### config.mk
export PLATFORM = sky130hd
export DESIGN_NAME = aidc_lite_comp_zrle
export DESIGN_NICKNAME = d
export VERILOG_FILES = /design/src/rtl/aidc_lite_zrle_pkg.sv /design/src/rtl/aidc_lite_comp_zrle.sv
export SDC_FILE = /design/constraint.sdc
export NUM_CORES = 1
export LEC_CHECK = 0
export CAP_MARGIN = 20
export CORE_UTILIZATION = 56
export DETAILED_ROUTE_END_ITERATION = 7
export GPL_TIMING_DRIVEN = 0
export PLACE_DENSITY = 0.86
export SYNTH_ARGS = -nofsm -noshare
export SYNTH_HDL_FRONTEND = slang
export SYNTH_SLANG_ARGS = --single-unit
### constraint.sdc
create_clock -name clk -period 4.2 [get_ports clk]
set_clock_uncertainty 0.15 [all_clocks]
set_input_delay 0.84 -clock clk [delete_from_list [all_inputs] [get_ports clk]]
set_output_delay 0.84 -clock clk [all_outputs]
set_load 0.02 [all_outputs]
### src/rtl/aidc_lite_zrle_pkg.sv
// Shared ZRLE definitions: control-token field positions, block geometry and compressor FSM states.
// Imported by both the ZRLE compressor and the ZRLE decompressor so the token format stays bit-exact.
package aidc_lite_zrle_pkg;

    localparam int HAS_LIT_BIT     = 31;
    localparam int RUN_MSB         = 5;
    localparam int WORDS_PER_BLOCK = 32;
    localparam int LAST_ENTRY      = WORDS_PER_BLOCK / 2 - 1;

    typedef enum logic [3:0] {
        ST_IDLE,
        ST_FETCH,
        ST_SCAN_LO,
        ST_SCAN_HI,
        ST_W_CTRL,
        ST_W_LIT,
        ST_END,
        ST_W_TAIL,
        ST_DONE
    } zrle_state_t;

    function automatic logic [31:0] ctrl_tok(input logic has_lit, input logic [RUN_MSB:0] run);
        logic [31:0] t;
        t              = '0;
        t[HAS_LIT_BIT] = has_lit;
        t[RUN_MSB:0]   = run;
        return t;
    endfunction

endpackage

### src/rtl/aidc_lite_comp_zrle.sv
// Zero-run-length compressor for one 128-byte block into a framed 32-bit token stream.
// Latency: 3 cycles per buffer entry while scanning; first token of an all-zero block at cycle 49.
// Backpressure: tokens held stable while valid_o & !ready_i; scanning pauses during emission.
// Optional AIDC_LITE_COMP_ZRLE_STAT_EN adds a token counter reported on comp_words_o.
module aidc_lite_comp_zrle (
    input  logic        clk,
    input  logic        rst_n,
    input  logic        start_i,
    output logic [3:0]  buf_addr_o,
    input  logic [63:0] buf_rdata_i,
    output logic        valid_o,
    input  logic        ready_i,
    output logic        sop_o,
    output logic        eop_o,
    output logic [31:0] data_o,
    output logic        done_o,
    output logic [6:0]  comp_words_o
);
    import aidc_lite_zrle_pkg::*;

    zrle_state_t        r_state;
    logic [3:0]         r_entry;
    logic [RUN_MSB:0]   r_run;
    logic               r_first;
    logic               r_hi;
    logic [31:0]        r_word_hi;
    logic [31:0]        r_lit;
    logic               r_valid;
    logic               r_sop;
    logic               r_eop;
    logic [31:0]        r_data;
    logic               r_done;

    logic               w_hs;
    logic               w_last_entry;
    logic [31:0]        w_lo_word;

    assign w_hs         = r_valid & ready_i;
    assign w_last_entry = (r_entry == 4'(LAST_ENTRY));
    assign w_lo_word    = buf_rdata_i[31:0];

    always_ff @(posedge clk or negedge rst_n) begin
        if (!rst_n) begin
            r_state   <= ST_IDLE;
            r_entry   <= '0;
            r_run     <= '0;
            r_first   <= 1'b0;
            r_hi      <= 1'b0;
            r_word_hi <= '0;
            r_lit     <= '0;
            r_valid   <= 1'b0;
            r_sop     <= 1'b0;
            r_eop     <= 1'b0;
            r_data    <= '0;
            r_done    <= 1'b0;
        end else begin
            r_done <= 1'b0;
            case (r_state)
                ST_IDLE: begin
                    if (start_i) begin
                        r_entry <= '0;
                        r_run   <= '0;
                        r_first <= 1'b1;
                        r_state <= ST_FETCH;
                    end
                end
                ST_FETCH: r_state <= ST_SCAN_LO;
                ST_SCAN_LO: begin
                    r_word_hi <= buf_rdata_i[63:32];
                    if (w_lo_word == '0) begin
                        r_run   <= r_run + 1'b1;
                        r_state <= ST_SCAN_HI;
                    end else begin
                        r_lit   <= w_lo_word;
                        r_hi    <= 1'b0;
                        r_valid <= 1'b1;
                        r_data  <= ctrl_tok(1'b1, r_run);
                        r_sop   <= r_first;
                        r_eop   <= 1'b0;
                        r_run   <= '0;
                        r_state <= ST_W_CTRL;
                    end
                end
                ST_SCAN_HI: begin
                    if (r_word_hi == '0) begin
                        r_run <= r_run + 1'b1;
                        if (w_last_entry) begin
                            r_state <= ST_END;
                        end else begin
                            r_entry <= r_entry + 1'b1;
                            r_state <= ST_FETCH;
                        end
                    end else begin
                        r_lit   <= r_word_hi;
                        r_hi    <= 1'b1;
                        r_valid <= 1'b1;
                        r_data  <= ctrl_tok(1'b1, r_run);
                        r_sop   <= r_first;
                        r_eop   <= 1'b0;
                        r_run   <= '0;
                        r_state <= ST_W_CTRL;
                    end
                end
                ST_W_CTRL: begin
                    if (w_hs) begin
                        r_first <= 1'b0;
                        r_data  <= r_lit;
                        r_sop   <= 1'b0;
                        // Word 31 literal closes the block: no tail token can follow it.
                        r_eop   <= r_hi & w_last_entry;
                        r_state <= ST_W_LIT;
                    end
                end
                ST_W_LIT: begin
                    if (w_hs) begin
                        r_valid <= 1'b0;
                        r_data  <= '0;
                        r_sop   <= 1'b0;
                        r_eop   <= 1'b0;
                        if (!r_hi) begin
                            r_state <= ST_SCAN_HI;
                        end else if (w_last_entry) begin
                            r_state <= ST_DONE;
                        end else begin
                            r_entry <= r_entry + 1'b1;
                            r_state <= ST_FETCH;
                        end
                    end
                end
                ST_END: begin
                    if (r_run != '0) begin
                        r_valid <= 1'b1;
                        r_data  <= ctrl_tok(1'b0, r_run);
                        r_sop   <= r_first;
                        r_eop   <= 1'b1;
                        r_state <= ST_W_TAIL;
                    end else begin
                        r_state <= ST_DONE;
                    end
                end
                ST_W_TAIL: begin
                    if (w_hs) begin
                        r_first <= 1'b0;
                        r_valid <= 1'b0;
                        r_data  <= '0;
                        r_sop   <= 1'b0;
                        r_eop   <= 1'b0;
                        r_state <= ST_DONE;
                    end
                end
                ST_DONE: begin
                    r_done  <= 1'b1;
                    r_state <= ST_IDLE;
                end
                default: r_state <= ST_IDLE;
            endcase
        end
    end

    assign buf_addr_o = r_entry;
    assign valid_o    = r_valid;
    assign sop_o      = r_sop;
    assign eop_o      = r_eop;
    assign data_o     = r_data;
    assign done_o     = r_done;

`ifdef AIDC_LITE_COMP_ZRLE_STAT_EN
    logic [6:0] r_cnt;
    logic [6:0] r_comp;

    always_ff @(posedge clk or negedge rst_n) begin
        if (!rst_n) begin
            r_cnt  <= '0;
            r_comp <= '0;
        end else begin
            if (r_state == ST_IDLE && start_i) begin
                r_cnt <= '0;
            end else if (w_hs) begin
                r_cnt <= r_cnt + 1'b1;
            end
            if (r_state == ST_DONE) begin
                r_comp <= r_cnt;
            end
        end
    end

    assign comp_words_o = r_comp;
`else
    assign comp_words_o = 7'd0;
`endif

endmodule
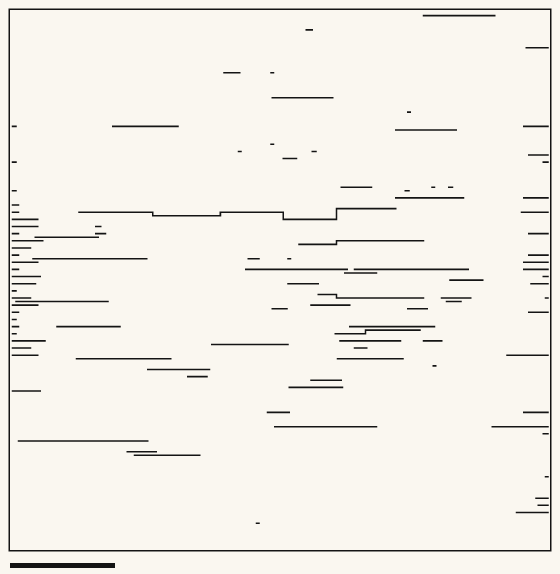
*Met3 routing*
Bar = 20 um.
longest straight run: 24.6 um
main direction: horizontal
share of all routed wire: 4.8%
WL final: 14.3 mm
GRT met3 Usage: 6.78%
vias post-DR: 4559

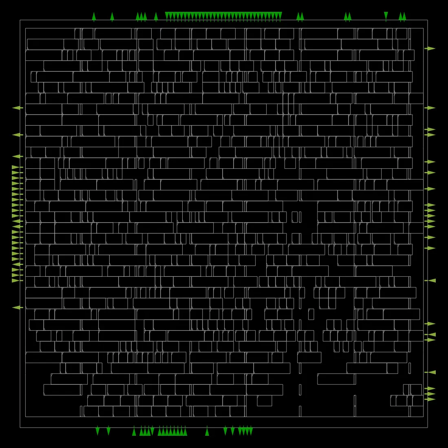
*Placed standard cells*
Flop Count: 116
Core Box Area: 9820 um2
n_taps: 133
row count: 36
Final Util: 76.7%

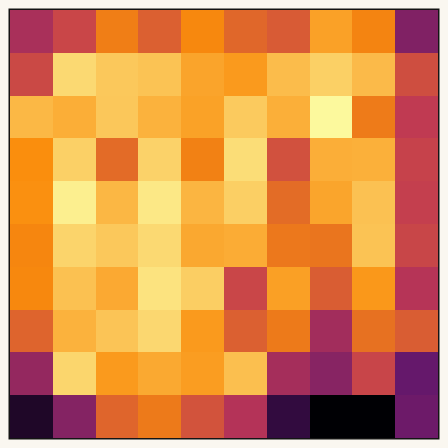
*Cell density map*
10 x 10 tiles, from black (low) to pale yellow (high), 0 to 100% covered.
emptiest ninth of the die: bottom right
fullest tile: 99%
nearly empty tiles: 2.0%
tiles over 75% full: 52%
mean over tiles: 70%

==> changes_impl.md <==
## Flow update

- Design area: between 7000 and 8000 um2
- Rel. slew slack: between 50% and 60%
- Yosys Chip Area: 5680 um2
- DR top layer: met4
- Largest net degree at the start of global routing: around 72
- Count leader, synth: nand2_1
- Insertion Delay late pin: between 0.5 and 0.6 ns
- R2R cell count: 8
- CTS tree: yes
- Max-area cell share: about half
- Top area cell types: dfrtp_1 51%, mux2_2 13%, nand2_1 9.2%
- Mapped Avg Cell Area: about 10 um2
- Compound-gate portion of the synthesized area: 5.48%
- Endpoints failing hold: 0
- CP Launch Point: buf_rdata_i[12]
- Fmax: 345 MHz
- Drt wl/cell: 17.4 um
- # fillers: 657
- Worst hold margin: between 0.15 and 0.2 ns
- GR Util All Layers: roughly 29%
- Sw frac: roughly a quarter
- Pwr per Cell Area: 345 nW/um2
- Top cells by count: 139 x nand2_1, 116 x dfrtp_1, 64 x mux2_2
- Post-synth EDFFs: 0
- DRC violations left: 0
- Number of max-slew violations in the final report: 0
- Max-cap violations: 0
- Final Non-Filler Cells: roughly 820
- Mux share: 19.4%
- Cell type with the largest total area: dfrtp_1
- Post-route setup slack: around 1.3 ns
- WP depth: 7
- Htree depth: 4
- Slew @ Worst Pin: between 0.6 and 0.7 ns
- Ys flop type: dfrtp_1
- Chip area: 10600 um2
- Pre-antenna DRT Iters: 4
- Vias in the first global route: approximately 4600
- Placed cell areas: 6970 um2
- Adder-cell area share of the yosys netlist: less than 1%
- P&R area growth vs syn: 32.5%
- Fp_density: approximately 58%
- Async SR Flop Fraction: 100%
- Setup TNS: 0 ns
- Routed vias/inst: approximately 5.5
- Distinct lib cells: about 54
- DRT antenna net count: 0
- Mapped cell area: about 5700 um2
- Basic Gates by Area: 17.3%
- Buf+Inv Stages, Crit Path: 2
- GRT overflow: 0
- IO buf count: 107
- Total CTS buffers: 17
- Max clock buf depth: 2
- Seq share, synth: between 50% and 60%
- Crit-path leading delay family: simple AND/OR/NAND/NOR gates
- P_comb: 0.123 mW
- Startpoint types: primary input
- Worst hold path class: in -> async
- Die height: between 100 and 150 um
- Flop-to-flop setup slack: approximately 1.6 ns
- P_int: just under 2 mW
- CP arrival: roughly 3.2 ns
- Wl on met1: about 5.9 mm
- Pleak: approximately 3.4 nW
- Final Critical Period: 2.90 ns
- CP max stage delay: 0.45 ns
- CP Capture Type: flop
- Worst path required time: about 4.5 ns
- Global-route wire length before repair: 22.9 mm
- Post-Syn Instances: approximately 540
- Tot Pwr: 2.60 mW
- Clk slew on worst S/H paths: about 0.06 ns
- XOR/XNOR share of the synthesized area: less than 1%
- # hold bufs at CTS: 0
- Layout cells sized above 1: 19.7%
- RSZ-0062 raised after global routing: no
- Synth Warn #: 0
- RR Startpoint: r_run[0]
- Leading power group: clock
- Gate Area: 2470 um2
- Slowest cell on the critical path: clkdlybuf4s50_1
- Yosys Instances: roughly 540
- Final period utilization: approximately 69%
- Sw power: roughly 0.62 mW
- Post-DP HPWL: 10.2 mm
- Synth logic family: multiplexers
- Layout net count: roughly 750
- Final setup fails: 0
- FF+latch count, synth: ~120
- Dominant logic cell type in the layout: nand2_1
- Most used cell, CP: nor3_4
- Sequential share of power: between 40% and 50%
- FF+latch area: a little under 3000 um2
- IO Count: between 100 and 150
- Outcome: finished, final reports clean
- Gr busiest metal: met2
- Cell Chain, Critical Path: clkdlybuf4s50_1 -> nor4_1 -> nand4_1 -> nor3_4 -> nor3_4 -> buf_6 -> mux2_4
- Post-CTS Resized: 0
- WL met3: around 680 um
- Die width: between 100 and 150 um
- Max FO, Critical Path: 10
- # placed instances: a little under 800
- Antenna violations before repair: 0
- Met2 Use GR: about half
- Clk pwr share: between 50% and 60%
- Tool warnings: 27
- Setup CP Type: in -> reg
- Drt initial violations: 204
- Root Buffer: clkbuf_8
- Met1 Usage GRT: ~37%
## area by class of cell
type,count,area share (%)
Timing Repair Buffer,108,14.6
Multi-Input combinational cell,364,32.8
Clock inverter,15,1.94
Clock buffer,17,5.50
Tap cell,133,2.21
Sequential cell,116,38.6
Buffer,31,2.51
Inverter,38,1.89
Antenna cell,1,0.0332
## state kept, by name, indices dropped and copies added (netlist names)
| name | count |
|---|---|
| r_hi | 1 |
| done_o | 1 |
| buf_addr_o | 4 |
| eop_o | 1 |
| r_run | 6 |
| r_state | 4 |
| valid_o | 1 |
| sop_o | 1 |
| r_word_hi | 32 |
| data_o | 32 |
| r_first | 1 |
| r_lit | 32 |
Power figures rest on the tool's default switching activity, not on a simulated workload.
